==> images/clock_nets.png <==
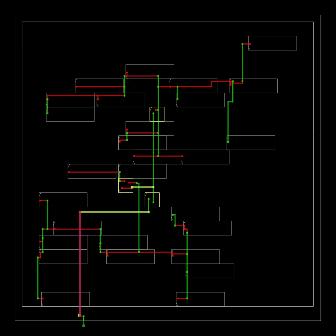
==> images/ff_map.png <==
(8 px per um) Other sequential cells in the stronger grey, the rest of the logic in the fainter grey.
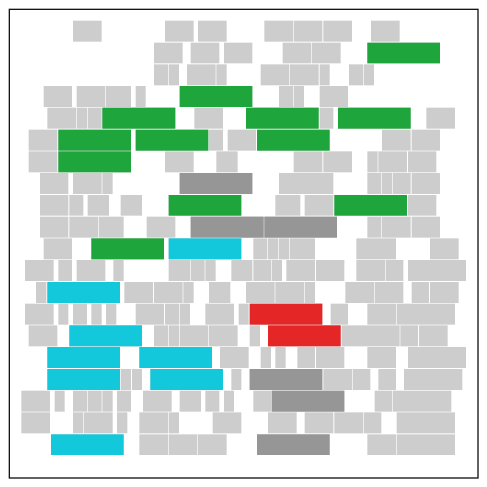
==> images/floorplan.png <==
(6 px per um) Pins as bars on the die edge. Tap cells in grey.
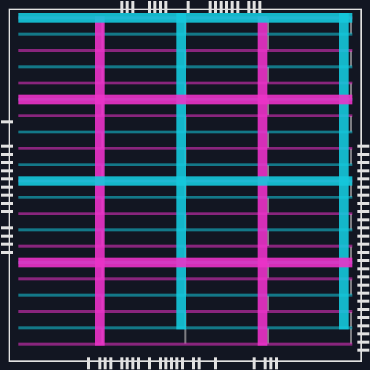
## src/rtl/biu_rom_port_arbiter_if.sv

```systemverilog
// Bus bundle between the loader/core requesters, the port-B arbiter and the code RAM port B.
// The slave modport is the arbiter's view; master is the surrounding logic's view.
interface biu_rom_port_arbiter_if #(
    parameter int unsigned ADDR_W = 12,
    parameter int unsigned DATA_W = 8
);
    logic              ld_req;
    logic              ld_we;
    logic [ADDR_W-1:0] ld_addr;
    logic [DATA_W-1:0] ld_wdata;
    logic              ld_ack;
    logic              cpu_req;
    logic [ADDR_W-1:0] cpu_addr;
    logic              cpu_ack;
    logic [DATA_W-1:0] rd_data;
    logic              load_lock;
    logic              busy;
    logic [ADDR_W-1:0] ram_addr;
    logic              ram_we;
    logic [DATA_W-1:0] ram_din;
    logic [DATA_W-1:0] ram_dout;

    modport slave (
        input  ld_req, ld_we, ld_addr, ld_wdata, cpu_req, cpu_addr, load_lock, ram_dout,
        output ld_ack, cpu_ack, rd_data, busy, ram_addr, ram_we, ram_din
    );

    modport master (
        output ld_req, ld_we, ld_addr, ld_wdata, cpu_req, cpu_addr, load_lock, ram_dout,
        input  ld_ack, cpu_ack, rd_data, busy, ram_addr, ram_we, ram_din
    );
endinterface

```

## src/rtl/biu_rom_port_arbiter.sv

```systemverilog
// Round-robin arbiter sharing code RAM port B between the serial loader (rd/wr)
// and the core MOVC read path; every access is IDLE -> ACCESS -> RESP, three clocks.
module biu_rom_port_arbiter #(
    parameter int unsigned ADDR_W = 12,
    parameter int unsigned DATA_W = 8
) (
    input logic                     CORE_CLK,
    input logic                     RST_n,
    biu_rom_port_arbiter_if.slave   bus
);

    typedef enum logic [1:0] {
        IDLE   = 2'd0,
        ACCESS = 2'd1,
        RESP   = 2'd2
    } state_e;

    state_e            state_q, state_d;
    // Set when the loader won last, so the core takes the next tie; 0 favours the loader.
    logic              favour_cpu_q, favour_cpu_d;
    logic              owner_cpu_q, owner_cpu_d;
    logic [ADDR_W-1:0] ram_addr_q, ram_addr_d;
    logic [DATA_W-1:0] ram_din_q, ram_din_d;
    logic              ram_we_q, ram_we_d;
    logic              ld_ack_q, ld_ack_d;
    logic              cpu_ack_q, cpu_ack_d;
    logic              busy_q, busy_d;
    logic              cpu_elig;
    logic              grant_cpu;

    // State and registered outputs; reset drops ram_we immediately and abandons any access.
    always_ff @(posedge CORE_CLK or negedge RST_n) begin
        if (!RST_n) begin
            state_q      <= IDLE;
            favour_cpu_q <= 1'b0;
            owner_cpu_q  <= 1'b0;
            ram_addr_q   <= '0;
            ram_din_q    <= '0;
            ram_we_q     <= 1'b0;
            ld_ack_q     <= 1'b0;
            cpu_ack_q    <= 1'b0;
            busy_q       <= 1'b0;
        end else begin
            state_q      <= state_d;
            favour_cpu_q <= favour_cpu_d;
            owner_cpu_q  <= owner_cpu_d;
            ram_addr_q   <= ram_addr_d;
            ram_din_q    <= ram_din_d;
            ram_we_q     <= ram_we_d;
            ld_ack_q     <= ld_ack_d;
            cpu_ack_q    <= cpu_ack_d;
            busy_q       <= busy_d;
        end
    end

    // Next-state, arbitration and output decode.
    always_comb begin
        state_d      = state_q;
        favour_cpu_d = favour_cpu_q;
        owner_cpu_d  = owner_cpu_q;
        ram_addr_d   = ram_addr_q;
        ram_din_d    = ram_din_q;
        ram_we_d     = 1'b0;
        ld_ack_d     = 1'b0;
        cpu_ack_d    = 1'b0;
        cpu_elig     = bus.cpu_req && !bus.load_lock;
        grant_cpu    = cpu_elig && (!bus.ld_req || favour_cpu_q);

        case (state_q)
            IDLE: begin
                if (bus.ld_req || cpu_elig) begin
                    state_d      = ACCESS;
                    owner_cpu_d  = grant_cpu;
                    favour_cpu_d = !grant_cpu;
                    if (grant_cpu) begin
                        ram_addr_d = bus.cpu_addr;
                        ram_din_d  = '0;
                    end else begin
                        ram_addr_d = bus.ld_addr;
                        ram_din_d  = bus.ld_wdata;
                        ram_we_d   = bus.ld_we;
                    end
                end
            end
            ACCESS: begin
                state_d   = RESP;
                ld_ack_d  = !owner_cpu_q;
                cpu_ack_d = owner_cpu_q;
            end
            RESP: begin
                state_d = IDLE;
            end
            default: begin
                state_d = IDLE;
            end
        endcase

        busy_d = (state_d != IDLE);
    end

    assign bus.ram_addr = ram_addr_q;
    assign bus.ram_din  = ram_din_q;
    assign bus.ram_we   = ram_we_q;
    assign bus.ld_ack   = ld_ack_q;
    assign bus.cpu_ack  = cpu_ack_q;
    assign bus.busy     = busy_q;
    // RAM output is registered, so read data is only meaningful in the response cycle.
    assign bus.rd_data  = (state_q == RESP) ? bus.ram_dout : '0;

endmodule

```

## src/flat_wrapper.sv

```systemverilog
// flat-port wrapper written by rule: the top's interface ports become plain ports
module biu_rom_port_arbiter_flat 
#(
    parameter int unsigned ADDR_W = 12,
    parameter int unsigned DATA_W = 8
)
  (CORE_CLK, RST_n, bus_ld_req, bus_ld_we, bus_ld_addr, bus_ld_wdata, bus_cpu_req, bus_cpu_addr, bus_load_lock, bus_ram_dout, bus_ld_ack, bus_cpu_ack, bus_rd_data, bus_busy, bus_ram_addr, bus_ram_we, bus_ram_din);
  biu_rom_port_arbiter_if #(.ADDR_W(ADDR_W), .DATA_W(DATA_W)) bus_i ();
  input logic CORE_CLK;
  input logic RST_n;
  input wire logic [$bits(bus_i.ld_req)-1:0] bus_ld_req;
  input wire logic [$bits(bus_i.ld_we)-1:0] bus_ld_we;
  input wire logic [$bits(bus_i.ld_addr)-1:0] bus_ld_addr;
  input wire logic [$bits(bus_i.ld_wdata)-1:0] bus_ld_wdata;
  input wire logic [$bits(bus_i.cpu_req)-1:0] bus_cpu_req;
  input wire logic [$bits(bus_i.cpu_addr)-1:0] bus_cpu_addr;
  input wire logic [$bits(bus_i.load_lock)-1:0] bus_load_lock;
  input wire logic [$bits(bus_i.ram_dout)-1:0] bus_ram_dout;
  output wire logic [$bits(bus_i.ld_ack)-1:0] bus_ld_ack;
  output wire logic [$bits(bus_i.cpu_ack)-1:0] bus_cpu_ack;
  output wire logic [$bits(bus_i.rd_data)-1:0] bus_rd_data;
  output wire logic [$bits(bus_i.busy)-1:0] bus_busy;
  output wire logic [$bits(bus_i.ram_addr)-1:0] bus_ram_addr;
  output wire logic [$bits(bus_i.ram_we)-1:0] bus_ram_we;
  output wire logic [$bits(bus_i.ram_din)-1:0] bus_ram_din;
  assign bus_i.ld_req = bus_ld_req;
  assign bus_i.ld_we = bus_ld_we;
  assign bus_i.ld_addr = bus_ld_addr;
  assign bus_i.ld_wdata = bus_ld_wdata;
  assign bus_i.cpu_req = bus_cpu_req;
  assign bus_i.cpu_addr = bus_cpu_addr;
  assign bus_i.load_lock = bus_load_lock;
  assign bus_i.ram_dout = bus_ram_dout;
  assign bus_ld_ack = bus_i.ld_ack;
  assign bus_cpu_ack = bus_i.cpu_ack;
  assign bus_rd_data = bus_i.rd_data;
  assign bus_busy = bus_i.busy;
  assign bus_ram_addr = bus_i.ram_addr;
  assign bus_ram_we = bus_i.ram_we;
  assign bus_ram_din = bus_i.ram_din;
  biu_rom_port_arbiter #(.ADDR_W(ADDR_W), .DATA_W(DATA_W)) u_core (.CORE_CLK(CORE_CLK), .RST_n(RST_n), .bus(bus_i));
endmodule
```

## config.mk

```make
export PLATFORM = sky130hd
export DESIGN_NAME = biu_rom_port_arbiter_flat
export DESIGN_NICKNAME = d
export VERILOG_FILES = /design/src/rtl/biu_rom_port_arbiter_if.sv /design/src/rtl/biu_rom_port_arbiter.sv /design/src/flat_wrapper.sv
export SDC_FILE = /design/constraint.sdc
export NUM_CORES = 1
export LEC_CHECK = 0
export CORE_UTILIZATION = 39
export DETAILED_ROUTE_END_ITERATION = 10
export HOLD_SLACK_MARGIN = 0.1
export PLACE_DENSITY = 0.9
export SETUP_SLACK_MARGIN = 0.3
export SLEW_MARGIN = 25
export SYNTH_ARGS = -nofsm -noshare
export SYNTH_HDL_FRONTEND = slang
export SYNTH_SLANG_ARGS = --single-unit
```

## constraint.sdc

```tcl
create_clock -name CORE_CLK -period 3.6 [get_ports CORE_CLK]
set_input_delay 1.08 -clock CORE_CLK [delete_from_list [all_inputs] [get_ports CORE_CLK]]
set_output_delay 1.08 -clock CORE_CLK [all_outputs]
set_load 0.05 [all_outputs]
```

==> qor.csv <==
metric,value,unit
floorplan.initialDensity,41.0,%
crit_buf_inv,2,
drc,0,
placed_cells,238,
syn_inst,119,
place_ws,0.660,ns
ys_warn_count,0,
rows,20,
cts-root-buf,clkbuf_4,
status,finished clean,
critPathKind,in -> out,
min_from,u_core.owner_cpu_q,
gp_congestion,0.757,
lay_top_count,clkdlybuf4s50_1,
comb_power,0.00117,W
slew_violations,0,
nWellTaps,44,
antenna_left,0,
power_density,850,mW/mm^2
top_area_share,56.5,%
cp-start-kind,input port,
cp_max_fo,1,
## Picture notes: clock_nets.png
# clock sinks: 28
clk latency late pin: 0.31 ns

## Picture notes: ff_map.png
green -> u_core.bus.ram_addr  # flops 12
red -> u_core.state_q  # flops 2
cyan -> u_core.bus.ram_din  # flops 8, where lower left
not coloured = 6
Power Sequential: 0.000531 W
sequential cell area share: 32.6%

## Picture notes: floorplan.png
cyan -> VDD
magenta -> VSS
met1 rails = 21
signal pins = 78
core area: 0.00303 sq mm
Die Y: 58.4 um
peak supply drop: 479 uV

## path summary, 6_finish.rpt
| check | slack, ns | depth (start not counted) | to |
|---|---|---|---|
| max in group asynchronous | 2.21 | 2 | u_core.bus.ld_ack |
| min in group asynchronous | 1.14 | 2 | u_core.bus.ram_din[5] |
| worst min-delay path | 0.48 | 1 | u_core.bus.ld_ack |
| worst min register to register | 0.48 | 1 | u_core.bus.ld_ack |
| worst max register to register | 2.16 | 4 | u_core.bus.ram_addr[11] |
| worst max-delay path | 0.66 | 3 | bus_rd_data[1] |
## cells by family (layout without fill, tap and decap cells)
logic type             Yosys count  in the layout  synth area share [%]
and+or+nand+nor                 45             45                  16.8
DFF                             28             28                  56.5
AOI/OAI and AO/OA               25             25                  12.6
muxes                           12             12                  9.68
buffers and inverters            9             87                  4.43
Power is estimated from default activity; no workload was simulated.
